**PDN straps and rails**

(12 px per um) Pins as bars on the die edge. Tap cells in grey.
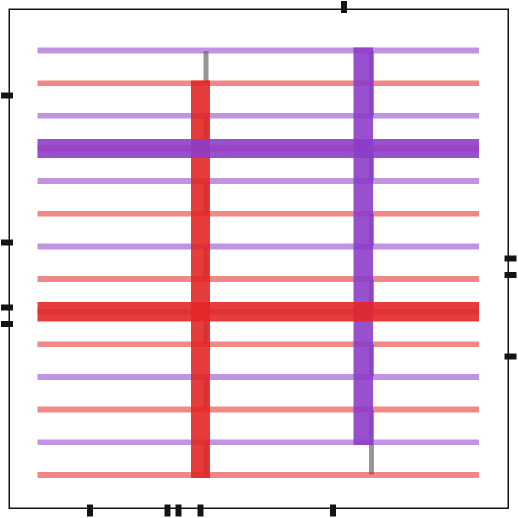
**Cells coloured by class**

(12 px per um) Fill, decap, tap and diode cells in grey.
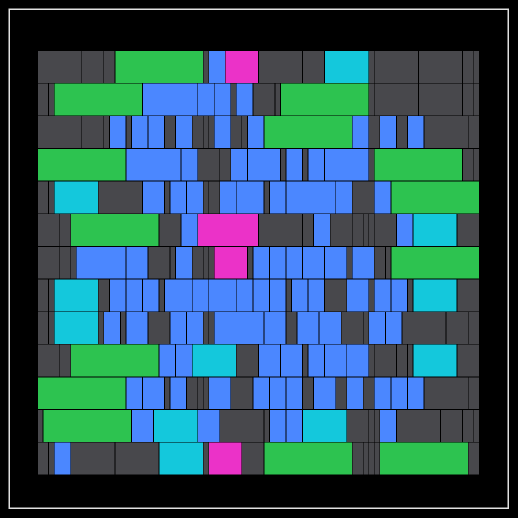
<file path="config.mk">
export PLATFORM = sky130hd
export DESIGN_NAME = multi_chan_cmd_fsm
export DESIGN_NICKNAME = d
export VERILOG_FILES = /design/src/rtl/cmd_fsm_pkg.sv /design/src/rtl/multi_chan_cmd_fsm_quiet_counter.sv /design/src/rtl/multi_chan_cmd_fsm.sv
export SDC_FILE = /design/constraint.sdc
export NUM_CORES = 1
export LEC_CHECK = 0
export ABC_AREA = 1
export CAP_MARGIN = 15
export CORE_MARGIN = 2
export CORE_UTILIZATION = 51
export CTS_CLUSTER_SIZE = 28
export DETAILED_ROUTE_END_ITERATION = 10
export HOLD_SLACK_MARGIN = 0.12
export PLACE_DENSITY = 0.78
export SLEW_MARGIN = 20
export SYNTH_ARGS = -nofsm -noshare
export SYNTH_HDL_FRONTEND = slang
export SYNTH_SLANG_ARGS = --single-unit
</file>
<file path="constraint.sdc">
create_clock -name clk -period 3.54 [get_ports clk]
set_clock_uncertainty 0.2 [all_clocks]
set_input_delay 0.354 -clock clk [delete_from_list [all_inputs] [get_ports clk]]
set_output_delay 0.354 -clock clk [all_outputs]
set_load 0.05 [all_outputs]
</file>
<file path="src/rtl/cmd_fsm_pkg.sv">
// Shared opcode and state encodings for the multi-channel command decoder.
package cmd_fsm_pkg;

   localparam logic [1:0] OP_QUIET  = 2'b00;
   localparam logic [1:0] OP_CLEAR  = 2'b01;
   localparam logic [1:0] OP_TOGGLE = 2'b10;
   localparam logic [1:0] OP_SET    = 2'b11;

   typedef enum logic [1:0] {
      ST_IDLE   = 2'b00,
      ST_ARMED  = 2'b01,
      ST_COMMIT = 2'b10,
      ST_ERROR  = 2'b11
   } state_e;

endpackage

</file>
<file path="src/rtl/multi_chan_cmd_fsm_quiet_counter.sv">
// Counts consecutive quiet symbols while a command is armed; hit flags the last
// quiet symbol needed before commit.
module quiet_counter #(
   parameter  int QUIET = 2,
   localparam int QW    = $clog2(QUIET + 1)
) (
   input  logic clk,
   input  logic reset,
   input  logic clr_i,
   input  logic inc_i,
   output logic hit_o
);

   localparam logic [QW-1:0] LAST = QW'(QUIET - 1);

   logic [QW-1:0] cnt_q;

   always_ff @(posedge clk) begin
      if (!reset)      cnt_q <= '0;
      else if (clr_i)  cnt_q <= '0;
      else if (inc_i)  cnt_q <= cnt_q + 1'b1;
   end

   assign hit_o = (cnt_q == LAST);

endmodule

</file>
<file path="src/rtl/multi_chan_cmd_fsm.sv">
// Moore command decoder: latches {channel, opcode}, commits after QUIET quiet
// symbols and sets/clears/toggles one held output bit.
module multi_chan_cmd_fsm
   import cmd_fsm_pkg::*;
#(
   parameter  int CH    = 4,
   parameter  int QUIET = 2,
   localparam int CHW   = $clog2(CH)
) (
   input  logic           clk,
   input  logic           reset,
   input  logic [CHW+1:0] ain,
   output logic [CH-1:0]  yout,
   output logic           pending,
   output logic           cmd_done,
   output logic           cmd_err
);

   localparam logic [CHW:0] CH_L = CH[CHW:0];

   state_e          state_q;
   logic [1:0]      cmd_op_q;
   logic [CHW-1:0]  cmd_ch_q;
   logic [CH-1:0]   yout_q;
   logic            pending_q, done_q, err_q;

   logic [1:0]      op;
   logic [CHW-1:0]  ch;
   logic            quiet_sym, hit, cnt_clr, cnt_inc, ch_ok;

   assign op        = ain[1:0];
   assign ch        = ain[CHW+1:2];
   assign quiet_sym = (op == OP_QUIET);
   assign ch_ok     = ({1'b0, cmd_ch_q} < CH_L);

   // Any fresh latch restarts the count; a commit also clears it.
   always_comb begin
      cnt_clr = !quiet_sym || (state_q == ST_ARMED && hit);
      cnt_inc = (state_q == ST_ARMED) && quiet_sym && !hit;
   end

   quiet_counter #(.QUIET(QUIET)) u_qcnt (
      .clk   (clk),
      .reset (reset),
      .clr_i (cnt_clr),
      .inc_i (cnt_inc),
      .hit_o (hit)
   );

   always_ff @(posedge clk) begin
      if (!reset) begin
         state_q   <= ST_IDLE;
         cmd_op_q  <= '0;
         cmd_ch_q  <= '0;
         yout_q    <= '0;
         pending_q <= 1'b0;
         done_q    <= 1'b0;
         err_q     <= 1'b0;
      end else begin
         pending_q <= 1'b0;
         done_q    <= 1'b0;
         err_q     <= 1'b0;
         case (state_q)
            ST_ARMED: begin
               if (!quiet_sym) begin
                  cmd_op_q  <= op;
                  cmd_ch_q  <= ch;
                  pending_q <= 1'b1;
               end else if (hit) begin
                  if (ch_ok) begin
                     for (int i = 0; i < CH; i++) begin
                        if (cmd_ch_q == i[CHW-1:0]) begin
                           case (cmd_op_q)
                              OP_SET:    yout_q[i] <= 1'b1;
                              OP_CLEAR:  yout_q[i] <= 1'b0;
                              OP_TOGGLE: yout_q[i] <= ~yout_q[i];
                              default:   yout_q[i] <= yout_q[i];
                           endcase
                        end
                     end
                     state_q <= ST_COMMIT;
                     done_q  <= 1'b1;
                  end else begin
                     state_q <= ST_ERROR;
                     err_q   <= 1'b1;
                  end
               end else begin
                  pending_q <= 1'b1;
               end
            end
            // IDLE, COMMIT and ERROR all accept a new command immediately.
            default: begin
               if (!quiet_sym) begin
                  cmd_op_q  <= op;
                  cmd_ch_q  <= ch;
                  state_q   <= ST_ARMED;
                  pending_q <= 1'b1;
               end else begin
                  state_q <= ST_IDLE;
               end
            end
         endcase
      end
   end

   assign yout     = yout_q;
   assign pending  = pending_q;
   assign cmd_done = done_q;
   assign cmd_err  = err_q;

endmodule

</file>
==> results.md <==
| Parameter | This run | Unit |
|:---|:---|:---|
| Outcome | complete, no violations | - |
| Max cap viols | 0 | - |
| Number of hold violations in the final report | 0 | - |
| Post-placement cell area | 832 | um^2 |
| Total cells reported by yosys after synthesis | 107 | - |
| Top cells by instance count after synthesis | sky130_fd_sc_hd__nand2_1 (24), sky130_fd_sc_hd__inv_1 (20), sky130_fd_sc_hd__nor2_1 (16), sky130_fd_sc_hd__dfxtp_1 (14), sky130_fd_sc_hd__nand3_1 (12) | - |
| CTS tree | yes | - |
| CP max FO | 3 | - |
| Maximum single-stage delay on the critical path | 0.81 | ns |
| Min Tclk post-route | 2.02 | ns |
| Non-filler instance count after layout | 135 | - |
| Net switching fraction of the power | 0.261 | - |
| Sequential share of power | 0.516 | - |
| Routed wire length per instance | 9.67 | um |
| Simple-Gate Area Share | 0.381 | - |
| Unrepaired setup endpoints after global routing | no | - |
| Number of failing setup endpoints in the final timing report | 0 | - |
| DR vias | 630 | - |
| Tot GR Track Use | 0.164 | - |
| Post-synthesis async set-or-reset flop share | 0 | - |
| Fmax | 496 | MHz |
| Synth Area in Adders | 0.0350 | - |
| Dominant logic cell type in the layout | sky130_fd_sc_hd__nand2_1 | - |
| Antenna diode count | 0 | - |
| Plain + repair buffers | 11 | - |
| Arr. time, crit path | 1.46 | ns |
| Switching power of the nets | 0.0000846 | W |
| Total Wirelength | 1310 | um |
| Cell-internal power | 0.000240 | W |
| Leakage dissipation | 0.392 | nW |
| Number of gates resized after cts | 0 | - |
| Buffers added on ports | 11 | - |
| Final RePlAce weighted congestion | 0.781 | - |
| Nets at Floorplan | 115 | - |
| Yosys cell types | 17 | - |
| Number of clock sinks | 14 | - |
| Stage-log warning count | 27 | - |
| Share of total power in combinational logic | 0.122 | - |
| Overflow after GRT | 0 | - |
| Synthesized-area fraction occupied by xor and xnor cells | 0 | - |
| Min-delay worst type | reg2reg | - |
-- 'PDN straps and rails' (at the start) --
legend:
  VDD:
    colour: purple
  VSS:
    colour: red
rows: 13
met5 straps: 2
met4 straps: 2
signal pins: 13
chip height: 41.5 um
core region area: 0.00130 mm^2
horizontal die dimension: 41.5 um
Peak supply drop: 0.259 mV

-- 'cells coloured by class' (at the start) --
legend:
  clock drivers and dummy loads:
    colour: magenta
    cells: 4
    share_of_their_area: 4.3%
  combinational and other logic:
    colour: blue
    cells: 91
    share_of_their_area: 50%
  remaining buffers and delay cells:
    colour: cyan
    cells: 11
    share_of_their_area: 13%
  sequential cells:
    colour: green
    cells: 14
    share_of_their_area: 33%
Seq area share: 0.323
post-route core utilization: 0.667
row count: 13
design area: 868 um^2

[power groups by stage]
| stage | clock, W | sequential (W) | combinational [W] |
|---|---|---|---|
| floorplan | 0 | 0.000173 | 0.0000258 |
| global placement | 0 | 0.000171 | 0.0000389 |
| detailed placement | 0 | 0.000171 | 0.0000393 |
| CTS | 0.000122 | 0.000167 | 0.0000395 |
| global route | 0.000126 | 0.000168 | 0.0000441 |
| finish | 0.000117 | 0.000167 | 0.0000396 |
[routing by layer]
layer  wire, um  vias to the layer above  track usage
met5          0                        -            0
met2        546                       12        0.216
met3         42                        5       0.0261
met4         42                        0        0.135
li1           -                      348            -
met1        674                      265        0.231
[worst register-to-register path, delay by kind of cell, from the launching register on]
kind                       cells  cell delay (ns)
DFF                            1             0.38
adders and majority gates      1             0.22
buffers and inverters          2             0.17
and+or+nand+nor                4             0.38
[flip-flops by register name, indices dropped and copies added, names as in the netlist]
| register | flops |
|---|---|
| cmd_op_q | 2 |
| cmd_ch_q | 2 |
| pending | 1 |
| cmd_done | 1 |
| yout | 4 |
| state_q | 2 |
| u_qcnt.cnt_q | 2 |
[path summary, 6_finish.rpt]
check                        from              end  slack [ns]  cells past startpoint
hold / removal    u_qcnt.cnt_q[1]  u_qcnt.cnt_q[1]        0.29                      2
setup / recovery          yout[2]          yout[2]        1.52                      1
hold reg to reg   u_qcnt.cnt_q[1]  u_qcnt.cnt_q[1]        0.29                      2
setup reg to reg  u_qcnt.cnt_q[0]          yout[3]        2.14                      7
[cells by family (layout without fill, tap and decap cells)]
group           after synthesis  count (layout)
simple gates                 59              59
fa+ha+maj                     2               2
other cells                   1               1
flops                        14              14
compound gates                8               8
buf+inv                      23              36
Power is estimated from default activity; no workload was simulated.
